**src/rtl/fp_align_seq.sv**
```systemverilog
// Pre-add alignment for single-precision add: unpack, order by exponent, shift smaller significand right with sticky.
// Latency: 2 cycles from accept to out_valid when no shift is needed, else 2 + ceil(diff/STEP) cycles.
// Backpressure: result held stable in DONE until out_ready; in_ready is high only in IDLE, so one operation in flight.
module fp_align_seq #(
    parameter int STEP   = 1,
    parameter int MAX_SH = 26
) (
    input  logic        clk,
    input  logic        rst_n,
    input  logic        in_valid,
    output logic        in_ready,
    input  logic [31:0] a,
    input  logic [31:0] b,
    output logic        out_valid,
    input  logic        out_ready,
    output logic [7:0]  exp_max,
    output logic        sign_big,
    output logic        sign_small,
    output logic [23:0] frac_big,
    output logic [23:0] frac_small,
    output logic        sticky,
    output logic        swap,
    output logic        special
);

    typedef enum logic [1:0] {
        IDLE  = 2'd0,
        CMP   = 2'd1,
        SHIFT = 2'd2,
        DONE  = 2'd3
    } state_t;

    localparam logic [8:0] MAX_SH_W = 9'(MAX_SH);
    localparam logic [4:0] STEP_W   = 5'(STEP);

    state_t      state;
    state_t      state_nxt;

    logic [31:0] a_r;
    logic [31:0] b_r;
    logic [4:0]  cnt;

    // unpacked view of the latched operands
    logic [7:0]  ea;
    logic [7:0]  eb;
    logic [23:0] ma;
    logic [23:0] mb;
    logic        a_big;
    logic [7:0]  e_big;
    logic [23:0] m_big;
    logic [23:0] m_small;
    logic [8:0]  diff;
    logic        is_special;
    logic        no_shift;
    logic        far_shift;

    // per-cycle shift step
    logic [4:0]  step_amt;
    logic [23:0] lost_mask;

    // Unpack operands and pick the larger-exponent one; ties keep a as the big operand.
    always_comb begin
        ea         = (a_r[30:23] == 8'd0) ? 8'd1 : a_r[30:23];
        eb         = (b_r[30:23] == 8'd0) ? 8'd1 : b_r[30:23];
        ma         = {(a_r[30:23] != 8'd0), a_r[22:0]};
        mb         = {(b_r[30:23] != 8'd0), b_r[22:0]};
        a_big      = (ea >= eb);
        e_big      = a_big ? ea : eb;
        m_big      = a_big ? ma : mb;
        m_small    = a_big ? mb : ma;
        diff       = a_big ? ({1'b0, ea} - {1'b0, eb}) : ({1'b0, eb} - {1'b0, ea});
        is_special = (&a_r[30:23]) | (&b_r[30:23]);
        no_shift   = is_special | (diff == 9'd0);
        far_shift  = (diff >= MAX_SH_W);
    end

    // Shift amount this cycle is min(STEP, remaining); mask selects the bits falling off the bottom.
    always_comb begin
        step_amt  = (cnt < STEP_W) ? cnt : STEP_W;
        lost_mask = ~(24'hFF_FFFF << step_amt);
    end

    // State register
    always_ff @(posedge clk or negedge rst_n) begin
        if (!rst_n) begin
            state <= IDLE;
        end else begin
            state <= state_nxt;
        end
    end

    // Next-state logic
    always_comb begin
        state_nxt = state;
        case (state)
            IDLE: begin
                if (in_valid) begin
                    state_nxt = CMP;
                end
            end
            CMP: begin
                if (no_shift || far_shift) begin
                    state_nxt = DONE;
                end else begin
                    state_nxt = SHIFT;
                end
            end
            SHIFT: begin
                if (cnt == step_amt) begin
                    state_nxt = DONE;
                end
            end
            DONE: begin
                if (out_ready) begin
                    state_nxt = IDLE;
                end
            end
            default: state_nxt = IDLE;
        endcase
    end

    // Handshake outputs are pure functions of state
    always_comb begin
        in_ready  = (state == IDLE);
        out_valid = (state == DONE);
    end

    // Operand capture on accept; later changes on a/b are not seen
    always_ff @(posedge clk or negedge rst_n) begin
        if (!rst_n) begin
            a_r <= 32'd0;
            b_r <= 32'd0;
        end else if (state == IDLE && in_valid) begin
            a_r <= a;
            b_r <= b;
        end
    end

    // Result datapath: loaded in CMP, shifted in SHIFT, held otherwise
    always_ff @(posedge clk or negedge rst_n) begin
        if (!rst_n) begin
            exp_max    <= 8'd0;
            sign_big   <= 1'b0;
            sign_small <= 1'b0;
            frac_big   <= 24'd0;
            frac_small <= 24'd0;
            sticky     <= 1'b0;
            swap       <= 1'b0;
            special    <= 1'b0;
            cnt        <= 5'd0;
        end else begin
            case (state)
                CMP: begin
                    exp_max    <= e_big - 8'd127;
                    sign_big   <= a_big ? a_r[31] : b_r[31];
                    sign_small <= a_big ? b_r[31] : a_r[31];
                    frac_big   <= m_big;
                    swap       <= ~a_big;
                    special    <= is_special;
                    if (no_shift) begin
                        frac_small <= m_small;
                        sticky     <= 1'b0;
                        cnt        <= 5'd0;
                    end else if (far_shift) begin
                        // everything falls off: only the sticky survives
                        frac_small <= 24'd0;
                        sticky     <= |m_small;
                        cnt        <= 5'd0;
                    end else begin
                        frac_small <= m_small;
                        sticky     <= 1'b0;
                        cnt        <= diff[4:0];
                    end
                end
                SHIFT: begin
                    frac_small <= frac_small >> step_amt;
                    sticky     <= sticky | (|(frac_small & lost_mask));
                    cnt        <= cnt - step_amt;
                end
                default: begin
                end
            endcase
        end
    end

endmodule

```
**config.mk**
```make
export PLATFORM = sky130hd
export DESIGN_NAME = fp_align_seq
export DESIGN_NICKNAME = d
export VERILOG_FILES = /design/src/rtl/fp_align_seq.sv
export SDC_FILE = /design/constraint.sdc
export NUM_CORES = 1
export LEC_CHECK = 0
export ABC_AREA = 1
export CAP_MARGIN = 5
export CORE_UTILIZATION = 25
export DETAILED_ROUTE_END_ITERATION = 12
export GPL_ROUTABILITY_DRIVEN = 0
export SLEW_MARGIN = 10
export SYNTH_ARGS = -nofsm -noshare
export SYNTH_HDL_FRONTEND = slang
export SYNTH_SLANG_ARGS = --single-unit
```
**constraint.sdc**
```tcl
create_clock -name clk -period 5.65 [get_ports clk]
set_input_delay 1.4125 -clock clk [delete_from_list [all_inputs] [get_ports clk]]
set_output_delay 1.4125 -clock clk [all_outputs]
set_load 0.1 [all_outputs]
```
Run 1, power grid:
Pins as bars on the die edge.
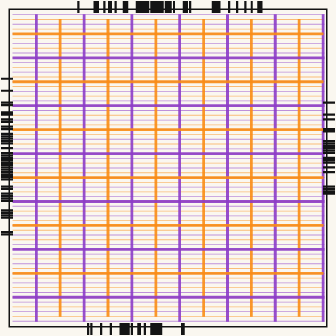
[purple] VSS
[orange] VDD
rows: 64
met1 rails: 65
met4 straps: 13
met5 straps: 12
signal pins: 131

Run 1, placed cells, one colour a class:
The bar under the picture is 50 um long.
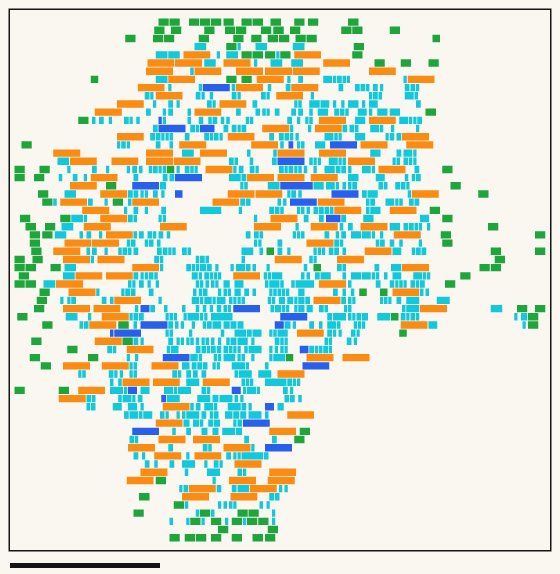
[cyan] combinational and other logic | cells: 822
[orange] sequential cells | cells: 132
[blue] clock drivers and dummy loads | cells: 31
[green] remaining buffers and delay cells | cells: 139

Run 1, clock distribution:
The bar under the picture is 50 um long.
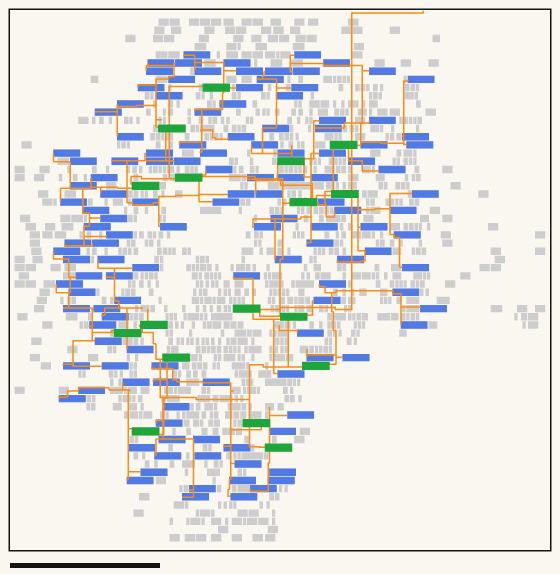
[blue] flip-flops | count: 132
[orange] clock wires | length: 2000 um
[green] clock drivers | count: 17
routed clock nets: 18

==> impl_metrics.ini, run 1 <==
; yosys + openroad results
[worst_hold_path]
min_path_cells = 2
hold_path.class = flop to flop
min_from = exp_max[6]$_DFFE_PN0P_
min_to = exp_max[6]$_DFFE_PN0P_

[setup_path]
timing.rr.start = b_r[25]$_DFFE_PN0P_
r2r_end = sticky$_DFFE_PN0P_
r2r_slack_ps = 1420
cp-startpoint = b_r[25]$_DFFE_PN0P_
worstPathMaxFanout = 79
critical_path_depth = 22
endpoint = sticky$_DFFE_PN0P_
critPathTopFamily = simple AND/OR/NAND/NOR gates
crit_type = flop to flop
cp.arrival_ps = 4580

[route]
vias = 7000
avgViaCountPerCell = 4.61
drc = 12
wire_per_inst_um = 15.3
drtIter0Drc = 553
drt-total-wl_um = 23200

[layout]
buffers = 139
flops = 132
comb_cells = 711
sh_seq_area_pct = 33.0
finish.utilization_pct = 32.5
final_nets = 1202
largest_class = multi-input combinational cells
sh_comb_area_pct = 38.5
final_cells = 1520
clkCellAreaFrac_pct = 5.61
drive_gt1_share_pct = 12.0
inverters = 111
diodes = 0

[die]
fp-row-count = 64
num_io_pins = 131
fp_util_pct = 25.6
fp.dieH_um = 179
chipArea_mm2 = 0.0322
die_w_um = 179
tap_cells = 396
coreArea_mm2 = 0.0307

[synthesis]
top_area_cell = dfrtp_1
top_area_share_pct = 42.0
yosysCellCount = 1018
async_flop_share_pct = 100
common_cells = 180 x nand2_1, 159 x nor2_1, 132 x dfrtp_1
ys.warnings.count = 0
synth-edff-count = 0
avgSynthCellArea_um2 = 7.73
syn_area_mm2 = 0.00787
yosys_area_mm2 = 0.00787
syn_inst = 1018
synth_top_cell_by_count = nand2_1

[final_timing]
min_period_ps = 4230
max_freq_mhz = 237
worstMarginPinSlew_ps = 1030
setup_violations = 0
whs_ps = 491

[cts]
cts.sinks = 132
htreeDepth = 4
root_buffer = clkbuf_16
cts_buffers = 17
post-cts-setup-buffer-count = 0
worstSkewPairLatency_ps = 430
clk_pin_slew_ps = 60

[placement]
place_inst = 1489
placed_area_mm2 = 0.00944
portBuffers = 130
post-place-ws_ps = 1480

[run]
cap_violations = 0

[global_route]
grt_usage_pct = 15.0
grt_first_pass_wirelength_um = 38300
grt-ovfl-total = 0

[run_status]
status = finished, violations left
violations = design-rule violations
run 1: flip-flops by register name, summed over array words and instances, names as in the netlist, 2 cells and up:
name        cells
frac_small     24
frac_big       24
a_r            32
exp_max         8
state           2
cnt             5
b_r            32
run 1: cell families after synthesis:
logic type               share of synthesized area [%]
flip-flops                                        42.0
AND-OR/OR-AND                                     15.0
buffers and inverters                             9.22
XOR/XNOR                                          1.33
AND/OR/NAND/NOR                                   25.4
multiplexers                                      3.43
adder cells (fa/ha/maj)                           3.69
run 1: metal layers:
layer / global-route usage (%) / up-vias / wire (um)
met5: 0 / - / 0
met4: 5.72 / 0 / 534
met3: 2.90 / 30 / 1270
met2: 22.7 / 203 / 10300
met1: 21.1 / 3308 / 11200
li1: - / 3459 / -
Run 1, the clock network:
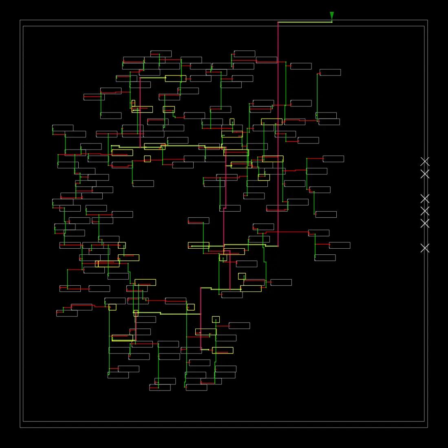

==> inputs of run 2 (changes only) <==
==> constraint.sdc (replaced) <==
create_clock -name clk -period 4.2 [get_ports clk]
set_input_delay 1.05 -clock clk [delete_from_list [all_inputs] [get_ports clk]]
set_output_delay 1.05 -clock clk [all_outputs]
set_load 0.1 [all_outputs]
Run 2, the clock network:
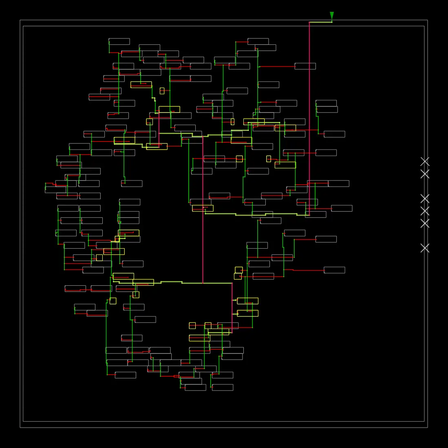
final-layout clock buffer total: 18
Flops: 132
CTS Buf Count: 17

Run 2, signal wires by layer:
Two of the layers only.
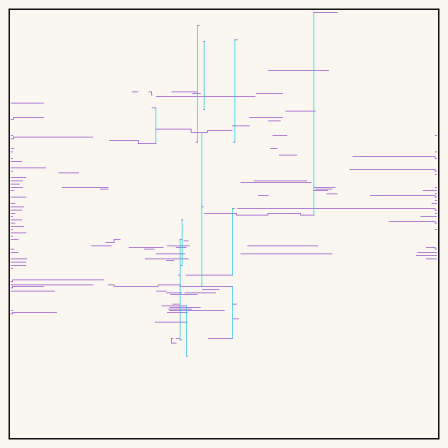
[purple] metal 3 | wire length: 1300 um
[cyan] metal 4 | wire length: 417 um

Run 2, power grid:
Pins as bars on the die edge.
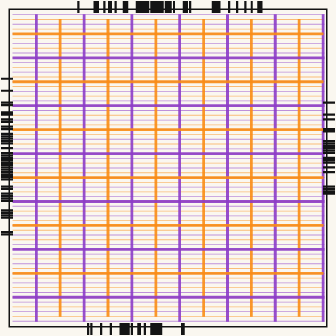
[orange] VDD
[purple] VSS
met5 straps: 12
met1 rails: 65
signal pins: 131
met4 straps: 13

==> run 2 against run 1 <==
The flow still finishes with violations (design-rule violations). Flip-flop count unchanged. Maximum frequency increased by 17%. Area after synthesis unchanged. Register-to-register slack got worse by 850 ps. Die size unchanged. Clock skew decreased by 5.4 ps. Core utilization about the same.
==> impl_metrics.ini, run 2 <==
; yosys + openroad results
[run_status]
status = finished, violations left
violations = design-rule violations

[placement]
placed_area_mm2 = 0.00947
dpl.hpwl_um = 16500
portBuffers = 130
post-place-ws_ps = 622

[final_timing]
max_freq_mhz = 276
worstMarginPinSlew_ps = 1080
min_period_over_period_pct = 86.3
min_period_ps = 3630
setup_violations = 0

[synthesis]
synth_flops = 132
synthSimpleGateAreaFrac_pct = 25.4
yosysCellCount = 1018
top_area_cell = dfrtp_1
common_cells = 180 x nand2_1, 159 x nor2_1, 132 x dfrtp_1
synth_top_cell_by_count = nand2_1
mux_area_share_pct = 3.43
top_area_share_pct = 42.0
xor_share_pct = 1.33
synth-edff-count = 0
adder_share_pct = 3.69
syn_area_mm2 = 0.00787
synthesis.nets = 1108
avgSynthCellArea_um2 = 7.73
syn_inst = 1018
top_logic_kind = simple AND/OR/NAND/NOR gates
synthTopCellsByArea = dfrtp_1 42%, nand2_1 8.6%, nor2_1 7.6%, a21oi_1 7.1%, inv_1 5.0%
ys.warnings.count = 0
yosys_area_mm2 = 0.00787
aoi_share_pct = 15.0
async_flop_share_pct = 100

[route]
drc = 12
met2_length_um = 10100
wire_per_inst_um = 15.1
drtIter0Drc = 485
vias = 6965
highest_layer = met4
dr_wl_met3_um = 1300
met1Wirelength_um = 11100
drt-total-wl_um = 22900
avgViaCountPerCell = 4.58

[layout]
comb_cells = 711
finish.utilization_pct = 32.5
largest_class = multi-input combinational cells
final_nets = 1205
buffers = 142
clkCellAreaFrac_pct = 5.15
inverters = 111
reg_top3 = a_r (32), b_r (32)
drive_gt1_share_pct = 12.3
diodes = 0
layout.cells.most_common = nand2_1
sh_comb_area_pct = 38.6

[setup_path]
timing.rr.start = b_r[25]$_DFFE_PN0P_
cp.arrival_ps = 3980
crit_type = flop to flop
cp-startpoint = b_r[25]$_DFFE_PN0P_
reg2regPathDepth = 21
endpoint = sticky$_DFFE_PN0P_
r2r_end = sticky$_DFFE_PN0P_
critical_path_depth = 21
crit_chain = nor4_1 -> nand3_1 -> nand2_1 -> inv_1 -> ha_1 -> nand3_1 -> nor2_2 -> nand2_2 -> nand2_2 -> nor2_8 -> nand2_8 -> inv_4 -> nand2_1 -> nand2_1 -> nand3_2 -> nor2_2 -> nand2_2 -> nand3_4 -> nor2_1 -> nor2_1 -> nor2_1
worstPathMaxFanout = 48

[cts]
root_buffer = clkbuf_16
clk_pin_slew_ps = 60
post-cts-setup-buffer-count = 0
cts.sinks = 132
htreeDepth = 4

[worst_hold_path]
min_to = exp_max[1]$_DFFE_PN0P_
hold_path.class = flop to flop
min_from = exp_max[1]$_DFFE_PN0P_
min_path_cells = 2

[die]
num_io_pins = 131
chipArea_mm2 = 0.0322
fp-row-count = 64
coreArea_mm2 = 0.0307
fp.dieH_um = 179
fp_util_pct = 25.6
die_w_um = 179
tap_cells = 396

[global_route]
grt_util_met3_pct = 3.06
antenna_found_initial = 0
use_met2_pct = 22.2
globalRouteMet1Util_pct = 20.4
grt_usage_pct = 14.6
grt_first_pass_wirelength_um = 37000
grt-ovfl-total = 0

[run]
cap_violations = 0
-- run 2: cell counts after synthesis --
No cell type changed its count.
-- run 2: through the flow --
step	hold WS (ps)	std cells
floorplan	503	1018
CTS	492	1522
finish	487	1522
global placement	466	1492
detailed placement	469	1492
global route	521	1522
-- run 2: cell families after synthesis --
group / count (synthesis)
simple gates: 440
compound gates: 213
buf+inv: 175
flops: 132
mux: 24
fa+ha+maj: 22
xor+xnor: 12
